Design gcd_datapath, sky130hd; sources not shown.
Clock network drawn from the DEF:
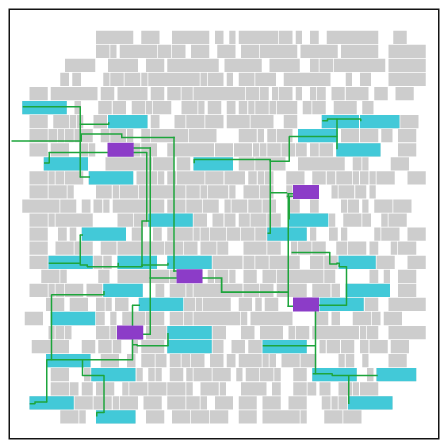
legend:
  clock wires:
    color: green
    length: 516 um
  cells driving clock nets:
    color: purple
    count: 5
  flip-flops:
    color: cyan
    count: 32
routed clock nets: 6
Late-Pin Clk Latency: 0.30 ns
clock distribution power: 377 uW
Setup Skew: 0.00796 ns
clock power share: 0.113

Ports around the boundary:
Pins as bars across the die edge, other pins in gray.
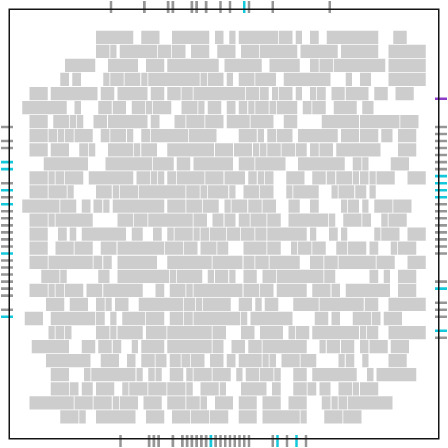
legend:
  LEQ_Flag:
    color: purple
    pins: 1
    direction: output
    edge: right
  X:
    color: cyan
    pins: 16
    direction: input
    edge: 6 left, 6 right, 3 bottom, 1 top
Port Buffers: 88
Die Wd: 82.8 um
die height: 82.8 um

==> Slide: Implementation Results <==
Synthesis and Place & Route Summary

Detailed routing
  • Total vias in the final route: 3293
  • Antenna viol nets, final: 0
  • Wire length on met2: about 5100 um
  • # DRC: 0
  • DR vias/cell: approximately 6
  • Iter 0 DRT Violations: 258

Cells and area
  • N_diodes: 0
  • Dominant logic cell type in the layout: clkdlybuf4s50_1
  • Final nets: around 530

Timing
  • Tcrit/Tclk final: 1.18
  • Setup-failing EPs final: 12
  • Final setup margin: -0.453 ns

Synth
  • Top cells by count, synth: nand2_1 (59), dfxtp_1 (32), o21ai_0 (23)
  • Ys async rst share: 0
  • Post-Synthesis Cells: 341
  • Synth warnings: 0
  • EDFF count, synth: 0
  • Multiplexer share: 0.00393
  • Post-synth design cell area: approximately 2500 um2
  • Xor/xnor share: 0.0447
  • Syn nets: between 300 and 400
  • Most frequent cell after synthesis: nand2_1
  • Synth cell types: approximately 50

Power
  • Cell area power density: between 700 and 800 nW/um2
  • Comb pwr share: 0.711
  • Comb pwr: about 2.4 mW
  • Static leakage: 2.00 nW
  • Flop pwr share: 0.177
  • Internal: around 1.8 mW

Setup path
  • Worst reg-to-reg setup slack: 0.01 ns
  • Critical Path Max Stage Delay: approximately 0.35 ns
  • CP required: 2.06 ns
  • Levels on crit path: 12
  • Maximum fanout along the worst path: 3
  • Startpoint Class: flip-flop
  • Worst path buffer plus inverter count: 5
  • Critical path's slowest cell: dfxtp_4

GRT
  • Largest net degree at the start of global routing: 29
  • First-pass GRT wire length: between 15000 and 20000 um

Status
  • Failing checks: setup timing
  • Outcome: complete, but fails checks

Worst hold path
  • WHS Path Cells: 1

Clock network
  • CTS max path bufs: 2
  • Clock sink count: 32
  • Root Driver: clkbuf_8

Floorplan
  • Floorplan Utilization: 0.428
  • Core area: between 5000 and 6000 um2

Run
  • Max-cap violations: 0

Placement
  • Post-DP HPWL: roughly 7500 um
-- layout make-up --
cell class | count | area [um2]
Tap cell | 75 | 93.8
Fill cell | 415 | 1300
Sequential cell | 32 | 728
Timing Repair Buffer | 148 | 1500
Multi-Input combinational cell | 267 | 2180
Clock inverter | 2 | 7.51
Clock buffer | 5 | 68.8
Inverter | 20 | 77.6
-- metrics by stage --
stage	instance area (um2)	total power [mW]	std cells	hold WS (ns)	setup TNS (ns)
6_report	4660	3.35	549	0.538	-3.11
4_1_cts	4300	3.04	533	0.537	-4.45
3_3_place_gp	4230	2.64	526	0.507	-0.683
2_1_floorplan	2870	1.78	341	0.593	-1.18
5_1_grt	4660	3.48	549	0.556	-3.94
3_5_place_dp	4230	2.66	526	0.517	-0.894
No activity file was given, so power comes from the tool's default toggle rates.
